**src/rtl/rd_pattern_gen.sv**
```systemverilog
// Read-side pattern checker: sweeps the address space in fixed bursts, issues read
// requests and checks returned beats against an address-derived incrementing pattern.
module rd_pattern_gen #(
    parameter int unsigned     ADDR_WIDTH = 26,
    parameter int unsigned     DATA_WIDTH = 32,
    parameter logic [7:0]      BURST_LEN  = 8'd8,
    parameter longint unsigned ADDR_LIMIT = 64'd1 << ADDR_WIDTH,
    parameter int unsigned     TIMEOUT    = 1024
) (
    input  logic                  clk,
    input  logic                  rst_n,
    input  logic                  init_end,
    input  logic                  enable,
    output logic                  rd_trig,
    output logic [7:0]            rd_len,
    output logic [ADDR_WIDTH-1:0] rd_addr,
    input  logic                  rd_ready,
    input  logic                  rd_done,
    input  logic [DATA_WIDTH-1:0] rd_data,
    input  logic                  rd_data_en,
    output logic                  busy,
    output logic                  err_flag,
    output logic [15:0]           err_cnt,
    output logic [15:0]           burst_cnt,
    output logic                  timeout
);

    localparam int unsigned     WD_W = $clog2(TIMEOUT + 1);
    localparam longint unsigned STEP = 64'(BURST_LEN) * 64'd2;

    typedef enum logic [1:0] {S_IDLE, S_ISSUE, S_WAIT, S_NEXT} state_t;

    state_t                  state_q, state_d;
    logic [ADDR_WIDTH-1:0]   addr_q, addr_d;
    logic [7:0]              beat_q, beat_d;
    logic                    done_seen_q, done_seen_d;
    logic [WD_W-1:0]         wdog_q, wdog_d;
    logic                    trig_q, trig_d;
    logic                    busy_q, busy_d;
    logic                    err_flag_q, err_flag_d;
    logic [15:0]             err_cnt_q, err_cnt_d;
    logic [15:0]             burst_cnt_q, burst_cnt_d;
    logic                    timeout_q, timeout_d;

    logic [1:0]              err_inc;
    logic [16:0]             err_sum;
    logic [DATA_WIDTH-1:0]   exp_data;
    logic [63:0]             addr_sum;
    logic [ADDR_WIDTH-1:0]   addr_nxt;

    // Expected beat value and next sweep address (wraps when the following burst would overrun)
    always_comb begin
        exp_data = DATA_WIDTH'(64'(addr_q >> 1) + 64'(beat_q) + 64'd1);
        addr_sum = 64'(addr_q) + STEP;
        addr_nxt = (addr_sum + STEP > ADDR_LIMIT) ? '0 : ADDR_WIDTH'(addr_sum);
    end

    // Next-state and checker logic
    always_comb begin
        state_d     = state_q;
        addr_d      = addr_q;
        beat_d      = beat_q;
        done_seen_d = done_seen_q;
        wdog_d      = wdog_q;
        trig_d      = 1'b0;
        burst_cnt_d = burst_cnt_q;
        timeout_d   = timeout_q;
        err_inc     = 2'd0;

        if (rd_data_en) begin
            if (state_q == S_WAIT && beat_q < BURST_LEN) begin
                beat_d = beat_q + 8'd1;
                if (rd_data != exp_data) err_inc = err_inc + 2'd1;
            end else begin
                err_inc = err_inc + 2'd1;
            end
        end

        case (state_q)
            S_IDLE: begin
                if (init_end && enable) state_d = S_ISSUE;
            end
            S_ISSUE: begin
                if (rd_ready) begin
                    trig_d      = 1'b1;
                    state_d     = S_WAIT;
                    beat_d      = 8'd0;
                    done_seen_d = 1'b0;
                    wdog_d      = '0;
                end
            end
            S_WAIT: begin
                if (rd_done) done_seen_d = 1'b1;
                wdog_d = wdog_q + WD_W'(1);
                // A same-cycle last beat and rd_done both count via beat_d / rd_done
                if ((done_seen_q || rd_done) && beat_d == BURST_LEN) begin
                    state_d = S_NEXT;
                end else if (32'(wdog_q) + 32'd1 == TIMEOUT) begin
                    timeout_d = 1'b1;
                    err_inc   = err_inc + 2'd1;
                    state_d   = S_IDLE;
                end
            end
            S_NEXT: begin
                burst_cnt_d = burst_cnt_q + 16'd1;
                addr_d      = addr_nxt;
                state_d     = enable ? S_ISSUE : S_IDLE;
            end
            default: state_d = S_IDLE;
        endcase

        err_sum    = 17'(err_cnt_q) + 17'(err_inc);
        err_cnt_d  = (err_sum > 17'h0FFFF) ? 16'hFFFF : err_sum[15:0];
        err_flag_d = err_flag_q | (err_inc != 2'd0);
        busy_d     = (state_d != S_IDLE);
    end

    always_ff @(posedge clk) begin
        if (!rst_n) begin
            state_q     <= S_IDLE;
            addr_q      <= '0;
            beat_q      <= 8'd0;
            done_seen_q <= 1'b0;
            wdog_q      <= '0;
            trig_q      <= 1'b0;
            busy_q      <= 1'b0;
            err_flag_q  <= 1'b0;
            err_cnt_q   <= 16'd0;
            burst_cnt_q <= 16'd0;
            timeout_q   <= 1'b0;
        end else begin
            state_q     <= state_d;
            addr_q      <= addr_d;
            beat_q      <= beat_d;
            done_seen_q <= done_seen_d;
            wdog_q      <= wdog_d;
            trig_q      <= trig_d;
            busy_q      <= busy_d;
            err_flag_q  <= err_flag_d;
            err_cnt_q   <= err_cnt_d;
            burst_cnt_q <= burst_cnt_d;
            timeout_q   <= timeout_d;
        end
    end

    assign rd_trig   = trig_q;
    assign rd_len    = BURST_LEN;
    assign rd_addr   = addr_q;
    assign busy      = busy_q;
    assign err_flag  = err_flag_q;
    assign err_cnt   = err_cnt_q;
    assign burst_cnt = burst_cnt_q;
    assign timeout   = timeout_q;

endmodule

```
**config.mk**
```make
export PLATFORM = sky130hd
export DESIGN_NAME = rd_pattern_gen
export DESIGN_NICKNAME = d
export VERILOG_FILES = /design/src/rtl/rd_pattern_gen.sv
export SDC_FILE = /design/constraint.sdc
export NUM_CORES = 1
export LEC_CHECK = 0
export CORE_UTILIZATION = 40
export CTS_CLUSTER_DIAMETER = 100
export DETAILED_ROUTE_END_ITERATION = 12
export MAX_ROUTING_LAYER = met4
export PLACE_DENSITY = 0.68
export SETUP_SLACK_MARGIN = 0.4
export SLEW_MARGIN = 0
export SYNTH_ARGS = -nofsm -noshare
export SYNTH_HDL_FRONTEND = slang
export SYNTH_SLANG_ARGS = --single-unit
```
**constraint.sdc**
```tcl
create_clock -name clk -period 9.1 [get_ports clk]
set_input_delay 1.365 -clock clk [delete_from_list [all_inputs] [get_ports clk]]
set_output_delay 1.365 -clock clk [all_outputs]
set_load 0.01 [all_outputs]
```
==> ci_impl_report.md, run 1 <==
## Synthesis and layout report

| Metric | Value |
|---|---|
| # setup viols final | 0 |
| Clock buffers | 12 |
| Hold wc startpoint | beat_q[7] |
| Maximum vdd drop | ~86 uV |
| Seq area share | 23.1% |
| CTS Buf Count | 9 |
| Mapped cell area | around 0.0057 mm^2 |
| Crit-path cells | ha_1, a41oi_1, a22oi_1, a41oi_1, nor3_1, or4_1, a21oi_1, nand4_1, o41a_1, ha_1, mux2_2, ha_1, fa_1, and4_1, nand3_1, or3_1, o21a_1, nor2_1 |
| Most used logic cell in the final layout | clkdlybuf4s50_1 |
| Clock-cell share of area | 3.98% |
| DRC Markers | 0 |
| YS chip area | 0.00573 mm^2 |
| Ports | 109 |
| Critical path type | reg2reg |
| Die H | 122 um |
| CP Capture Type | flip-flop |
| Buffering overhead | between 10% and 20% |
| Count of library flops with an enable pin | 0 |
| Met1 Usage GRT | 26.5% |
| Hold depth | 2 |
| OpenROAD warning count | 28 |
| Final Hold Fails | 0 |
| Clock Power Share | 43.7% |
| Tmin final | 5730 ps |
| Most frequent CP cell | ha_1 |
| CP delay by family, top | AND-OR/OR-AND gates |
| WP buf/inv | 0 |
| Total setup buffers inserted after CTS | 0 |
| Post-layout period usage | between 60 and 70% |
| Slew headroom | 32.7% |
| Setup crit start kind | flip-flop |
| Num tapcells | ~180 |
| Initial antenna violation count | 0 |
| Status | finished, final reports clean |
| Post-CTS sizing | 0 |
| Setup Skew | 9.34 ps |
| Top sig layer | met4 |
| FILL cells | 1375 |
| Hold EP | beat_q[7] |
| IO Port Bufs | roughly 96 |
| Largest net degree at the start of global routing | 44 |
| Flop Count | 80 |
| Top cell category | logic gates |
| Hold WC Path Type | reg2reg |
| Multi-input gate count | 582 |
| # rows | 43 |
| Vias | 5308 |
| Largest Pwr Group | registers |
| Placed wire-length estimate | 10500 um |
| Most Crowded Layer GR | met2 |
| Worst r2r path cells | 18 |
| Reg2reg end | err_cnt[4] |
| Combinational power | ~73 uW |
| RD Place Congestion | 0.980 |
| Met2 WL post-DR | 6500 um |
| Maximum clock path buffer count | 2 |
| Reg2Reg Launch Point | rd_addr[4] |
| CTS tree | built |
| Critical path origin | rd_addr[4] |
| Met3 wire length | 679 um |
| Slowest stage delay, CP | 730 ps |
| Non-clk bufs | 98 |
| Max-Cap Viols | 0 |
| Pleak | 0.00236 uW |
| Wire length on met1 | around 6800 um |
| Chip area | approximately 0.015 mm^2 |
[run 1: stage by stage]
step           utilization [%]  std cells  setup slack (ps)  area, um^2
2_1_floorplan                -        739              3930        5760
3_3_place_gp              47.8        961              3050        6670
3_5_place_dp              47.8        961              2980        6670
4_1_cts                   49.8        977              3340        6940
5_1_grt                   49.8        977              3060        6940
6_report                  49.8        977              3370        6940
[run 1: logic make-up (layout without fill, tap and decap cells)]
family,Yosys count,in the layout,share of synthesized area (%)
and+or+nand+nor,314,314,28.5
AOI/OAI and AO/OA,129,129,15.9
xor gates and xnor gates,99,99,15.3
DFF,80,80,28.0
buffers and inverters,77,135,6.60
adders and majority gates,15,15,3.41
muxes,13,13,2.29
other,2,12,0.131
Figure 1. Routing congestion (run 1).
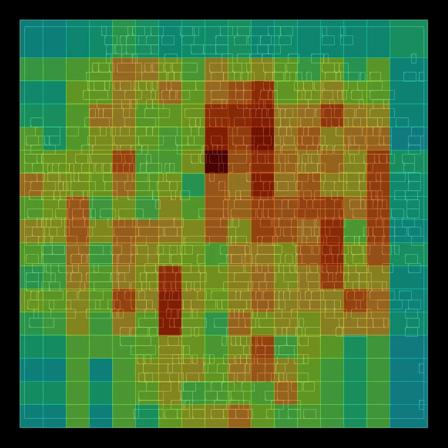
met3 Track Usage GR: 3.84%
Avg WL per Cell: 14.6 um
Tot GR Track Use: 20.8%

Figure 2. Cells colored by class (run 1).
The bar under the picture is 20 um long.
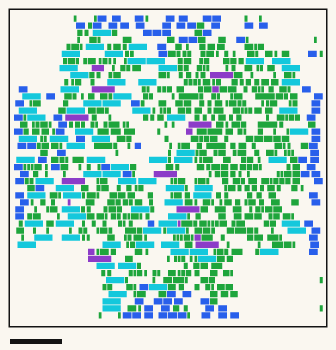
- other buffers and delay cells: blue (cells 98)
- clock drivers and dummy loads: purple (cells 16)
- all other logic: green (cells 603)
- flip-flops: cyan (cells 80)

Figure 3. Selected gate families (run 1).
The bar under the picture is 20 um long.
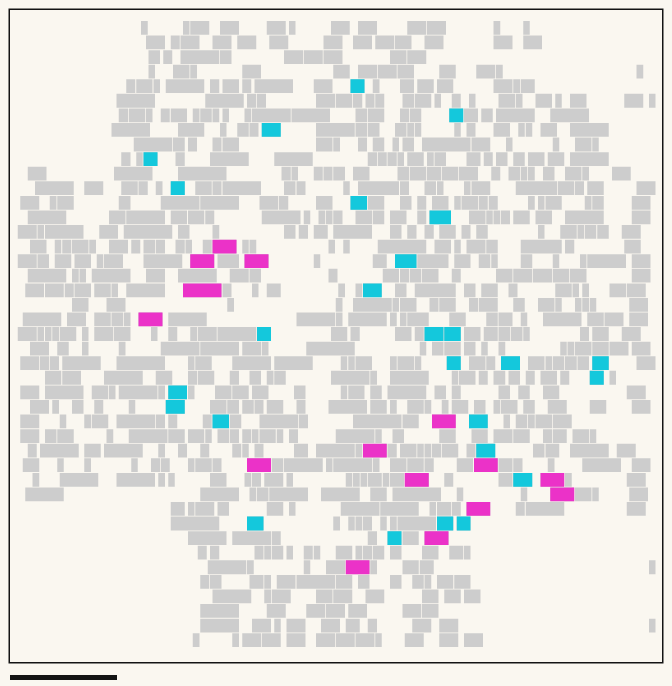
- adder and majority cells: magenta (cells 15)
- AND-OR and OR-AND gates: cyan (cells 26)

Figure 4. Sizing map (run 1).
The bar under the picture is 20 um long.
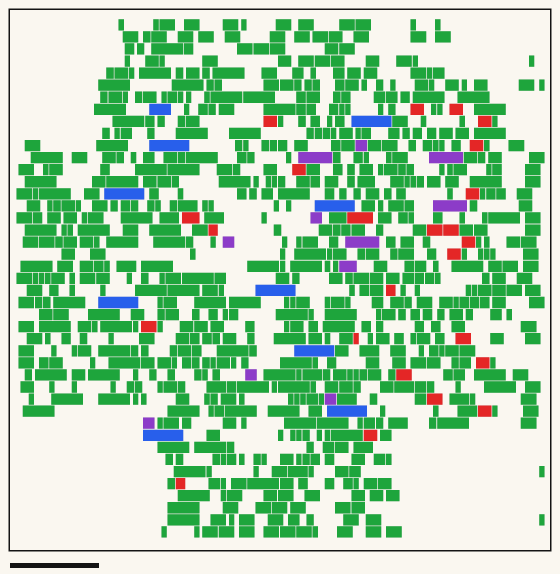

==> run 1 -> run 2 <==
--- a/config.mk
+++ b/config.mk
@@ -9,7 +9,7 @@
 export CTS_CLUSTER_DIAMETER = 100
 export DETAILED_ROUTE_END_ITERATION = 12
 export MAX_ROUTING_LAYER = met4
-export PLACE_DENSITY = 0.68
+export PLACE_DENSITY = 0.71
 export SETUP_SLACK_MARGIN = 0.4
 export SLEW_MARGIN = 0
 export SYNTH_ARGS = -nofsm -noshare
==> constraint.sdc (replaced) <==
create_clock -name clk -period 5 [get_ports clk]
set_input_delay 0.75 -clock clk [delete_from_list [all_inputs] [get_ports clk]]
set_output_delay 0.75 -clock clk [all_outputs]
set_load 0.01 [all_outputs]
Figure 5. Sizing map (run 2).
The bar under the picture is 20 um long.
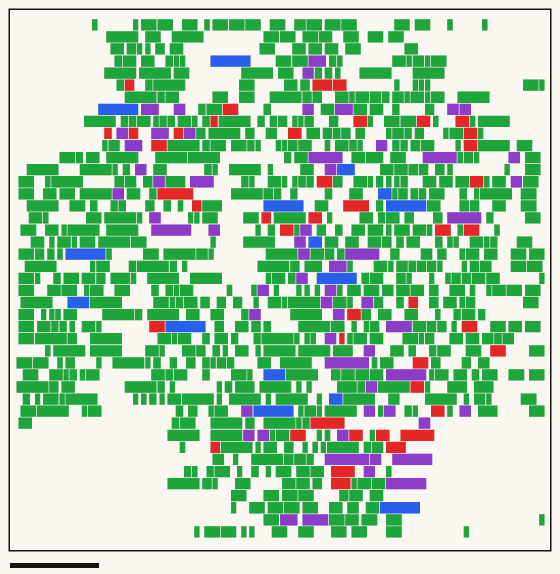
- drive 2: red (cells 43; most used o21ai_2)
- drive 6 and up: blue (cells 15; most used clkbuf_16)
- drive 3 to 4: purple (cells 59; most used buf_4)
- drive 1 or less: green (cells 718; most used clkdlybuf4s50_1)

==> run 2 against run 1 <==
Compared with the run above:
- power grew 86%
- setup slack lost 2900 ps
- clock skew is essentially flat
- synthesized area is the same
- fmax grew 26%
- sequential power grew 81%
- count of clock-buffer cells in the layout shrank 1
- utilization grew 3.6 points
- largest cell class unchanged
- via count grew 4.7%
- die area is the same
- critical path type unchanged
- synthesized cell count is the same
- first-iteration DRC count grew 6.2%
==> ci_impl_report.md, run 2 <==
## Synthesis and layout report

| Metric | Value |
|---|---|
| Fraction of layout cells with a size suffix above 1 | 14.0% (was 5.65%) |
| CORE AREA | 0.0139 mm^2 (unchanged) |
| Fin. max-slew vios | 0 (unchanged) |
| Non-clk invs | 21 (unchanged) |
| Reg2reg end | err_cnt[8] (was err_cnt[4]) |
| Reg2Reg Launch Point | beat_q[3] (was rd_addr[4]) |
| Top cells excl fill/tap | clkdlybuf4s50_1 (92), nor2_1 (80), dfxtp_1 (78) (was clkdlybuf4s50_1 (96), nor2_1 (81), dfxtp_1 (80)) |
| Ports | 109 (unchanged) |
| Fmax achieved | 219 MHz (was 174 MHz) |
| Num tapcells | 180 (unchanged) |
| Vias in the first global route | 5057 (was 4936) |
| YS chip area | 0.00573 mm^2 (unchanged) |
| Root Driver | clkbuf_16 (unchanged) |
| Syn Area/Cell | 7.86 um^2 (unchanged) |
| Top cell area share | 28.0% (unchanged) |
| First-pass GRT wire length | 24700 um (was 23700 um) |
| Post-layout period usage | 91.3% (was 63.0%) |
| Pleak | 0.00259 uW (was 0.00236 uW) |
| Slew headroom | 26.8% (was 32.7%) |
| Maximum clock path buffer count | 2 (unchanged) |
| Main flop type after synthesis | dfxtp_1 (unchanged) |
| Part of the power in registers | 45.5% (was 46.8%) |
| Largest register FFs | 22 (unchanged) |
| Mapped cell area | 0.00573 mm^2 (unchanged) |
| CTS Sinks | 80 (unchanged) |
| Post-synthesis adder-cell area fraction | 3.41% (unchanged) |
| Switching share of total power | 24.9% (was 24.7%) |
| Slew @ Worst Pin | 1090 ps (was 1010 ps) |
| Top cell category | logic gates (unchanged) |
| Largest net degree at the start of global routing | 48 (was 44) |
| Sequential area share after synthesis | 28.0% (unchanged) |
| Hold WC Path Type | reg2reg (unchanged) |
| CTS Buf Count | 9 (unchanged) |
| IO Port Bufs | 96 (unchanged) |
| Total Power | 1450 uW (was 778 uW) |
| Hold wc startpoint | beat_q[6] (was beat_q[7]) |
| Multi-input gate count | 582 (unchanged) |
| Setup Skew | 9.63 ps (was 9.34 ps) |
| Largest Pwr Group | registers (unchanged) |
| Most Crowded Layer GR | met2 (unchanged) |
| RD Place Congestion | 0.953 (was 0.980) |
| Tot GR Track Use | 21.7% (was 20.8%) |
| H-tree levels | 3 (unchanged) |
| Register area | 0.00160 mm^2 (about the same) |
| Die H | 122 um (unchanged) |
| Die width | 122 um (unchanged) |
| Clock Power Share | 44.2% (was 43.7%) |
| # Cells Yosys | 729 (unchanged) |
| Initial antenna violation count | 0 (unchanged) |
| Status | finished, final reports clean (unchanged) |
| Psw | 361 uW (was 192 uW) |
| Avg WL per Cell | 15.2 um (was 14.6 um) |
| Pre-Place Util | 41.1% (unchanged) |
| Max-Cap Viols | 0 (unchanged) |
| Clock-cell share of area | 3.88% (was 3.98%) |
| FILL cells | 1319 (was 1375) |
| Comb/total area | 53.5% (was 54.5%) |
| Flop Count | 80 (unchanged) |
| Met2 WL post-DR | 7110 um (was 6500 um) |
| Finished Core Util | 53.5% (was 49.8%) |
| Count of library flops with an enable pin | 0 (unchanged) |
| Most used logic cell in the final layout | clkdlybuf4s50_1 (unchanged) |
| Buffering overhead | 17.0% (was 14.1%) |
| Critical path origin | beat_q[3] (was rd_addr[4]) |
| Drt total wl | 15400 um (was 14300 um) |
| Final instance area | 0.00745 mm^2 (was 0.00694 mm^2) |
| Met3 Track Usage GR | 5.01% (was 3.84%) |
| Critical path destination | err_cnt[8] (was err_cnt[4]) |
| RSZ-0062 raised after global routing | yes (was no) |
| Vias | 5556 (was 5308) |
| R2r setup slk | 430 ps (was 3370 ps) |
| Placed inst area | 0.00690 mm^2 (was 0.00667 mm^2) |
| Synth top cell by count | nor2_1 (unchanged) |
| ANT nets after route | 0 (unchanged) |
| Ys async rst share | 0% (unchanged) |
| Starting DRC count in detailed routing | 426 (was 401) |
| Critical Path RT | 5220 ps (was 9310 ps) |
| Yosys Warn Count | 0 (unchanged) |
| Tmin final | 4570 ps (was 5730 ps) |
| CP max FO | 5 (was 13) |
| CP arrival | 4780 ps (was 5940 ps) |
| Synth area leaders | dfxtp_1 (28%), xnor2_1 (8.6%), xor2_1 (6.4%), nor2_1 (5.3%), nand2_1 (4.7%) (unchanged) |
| Clock group | 641 uW (was 340 uW) |
| Layout Nets | 884 (was 846) |
| Seq group | 660 uW (was 364 uW) |
| Final Hold Fails | 0 (unchanged) |
| Area Growth Syn to Fin | 30.1% (was 21.2%) |
| Pwr Density | 195 mW/mm^2 (was 112 mW/mm^2) |
| DRC Markers | 0 (unchanged) |
| Vias per inst | 5.47 (was 5.43) |
| Seq area share | 21.5% (was 23.1%) |
| # rows | 43 (unchanged) |
| P_int | 1090 uW (was 586 uW) |
| Worst hold margin | 449 ps (was 445 ps) |
| CTS tree | built (unchanged) |
| Diodes inserted | 0 (unchanged) |
| Met1 Usage GRT | 28.1% (was 26.5%) |
| Met2 GRT Util | 33.5% (was 32.6%) |
| Mux area share | 2.29% (unchanged) |
| Clock buffers | 11 (was 12) |
| Top sig layer | met4 (unchanged) |
| GR Overflow Total | 0 (unchanged) |
| Hold EP | beat_q[6] (was beat_q[7]) |
| Placed wire-length estimate | 11100 um (was 10500 um) |
| Combinational power | 149 uW (was 73.2 uW) |
| Non-clk bufs | 136 (was 98) |
| Setup crit start kind | flip-flop (unchanged) |
| Xor/xnor share | 15.3% (unchanged) |
| Flops after synth | 80 (unchanged) |
| Synth cell types | 74 (unchanged) |
| AND-OR/OR-AND share of the synthesized area | 15.9% (unchanged) |
| Critical path type | reg2reg (unchanged) |
| Worst r2r path cells | 19 (was 18) |
| CTS clk-pin slew, worst paths | 60 ps (was 70 ps) |
| Wire length on met1 | 7110 um (was 6830 um) |
| Gate Area | 0.00399 mm^2 (was 0.00378 mm^2) |
| Simple-Gate Fraction of Synth Area | 28.5% (unchanged) |
| Chip area | 0.0148 mm^2 (unchanged) |
| Synth Instances | 729 (unchanged) |
| Comb pwr share | 10.3% (was 9.4%) |
| Hold depth | 2 (unchanged) |
| Top logic family | simple AND/OR/NAND/NOR gates (unchanged) |
| Maximum vdd drop | 217 uV (was 86.0 uV) |
| CP Capture Type | flip-flop (unchanged) |
| TritonRoute pass-1 iters | 5 (unchanged) |
| Top cells by count | nor2_1 (81), dfxtp_1 (80), nand2_1 (71) (unchanged) |
| Leading area contributor after synthesis | dfxtp_1 (unchanged) |
| Met3 wire length | 861 um (was 679 um) |
| Clk ins delay skew pair | 350 ps (was 340 ps) |
| OpenROAD warning count | 29 (was 28) |
| Setup TNS | 0 ps (unchanged) |
| # setup viols final | 0 (unchanged) |
Figure 6. Cells colored by class (run 2).
The bar under the picture is 20 um long.
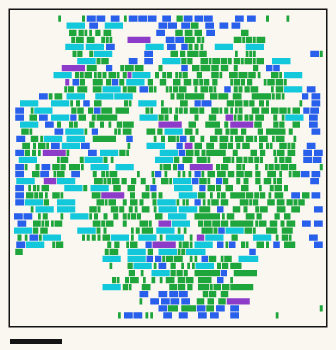
- clock drivers and dummy loads: purple (cells 16)
- other buffers and delay cells: blue (cells 136)
- all other logic: green (cells 603)
- flip-flops: cyan (cells 80)

[run 2: cell counts after synthesis]
No cell type changed its count.
[run 2: worst max-delay path: stages (launching register included)]
cell and delay, ps:
dfxtp_2 340, ha_4 290, a41oi_4 130, a22oi_2 270, a41oi_4 200, buf_6 170
o21a_1 180, or3_4 330, a21oi_2 160, o21ai_1 90, o41a_1 460, ha_1 320
mux2_4 290, ha_4 160, fa_2 340, and4_4 220, and3_4 200, nand2_2 80
xor2_1 140, a21oi_1 70
[run 2: timing repair]
action	CTS	global route
buffers inserted	2	6
hold buffers	0	0
pin swaps	15	19
resized	22	27
endpoints found under the setup margin	16	16
[run 2: per-stage QoR]
step | cells | setup WS [ps]
floorplan | 739 | 409
global placement | 991 | -165
detailed placement | 991 | -266
CTS | 1009 | 403
global route | 1015 | 348
finish | 1015 | 434
Power and IR drop assume default switching activity.
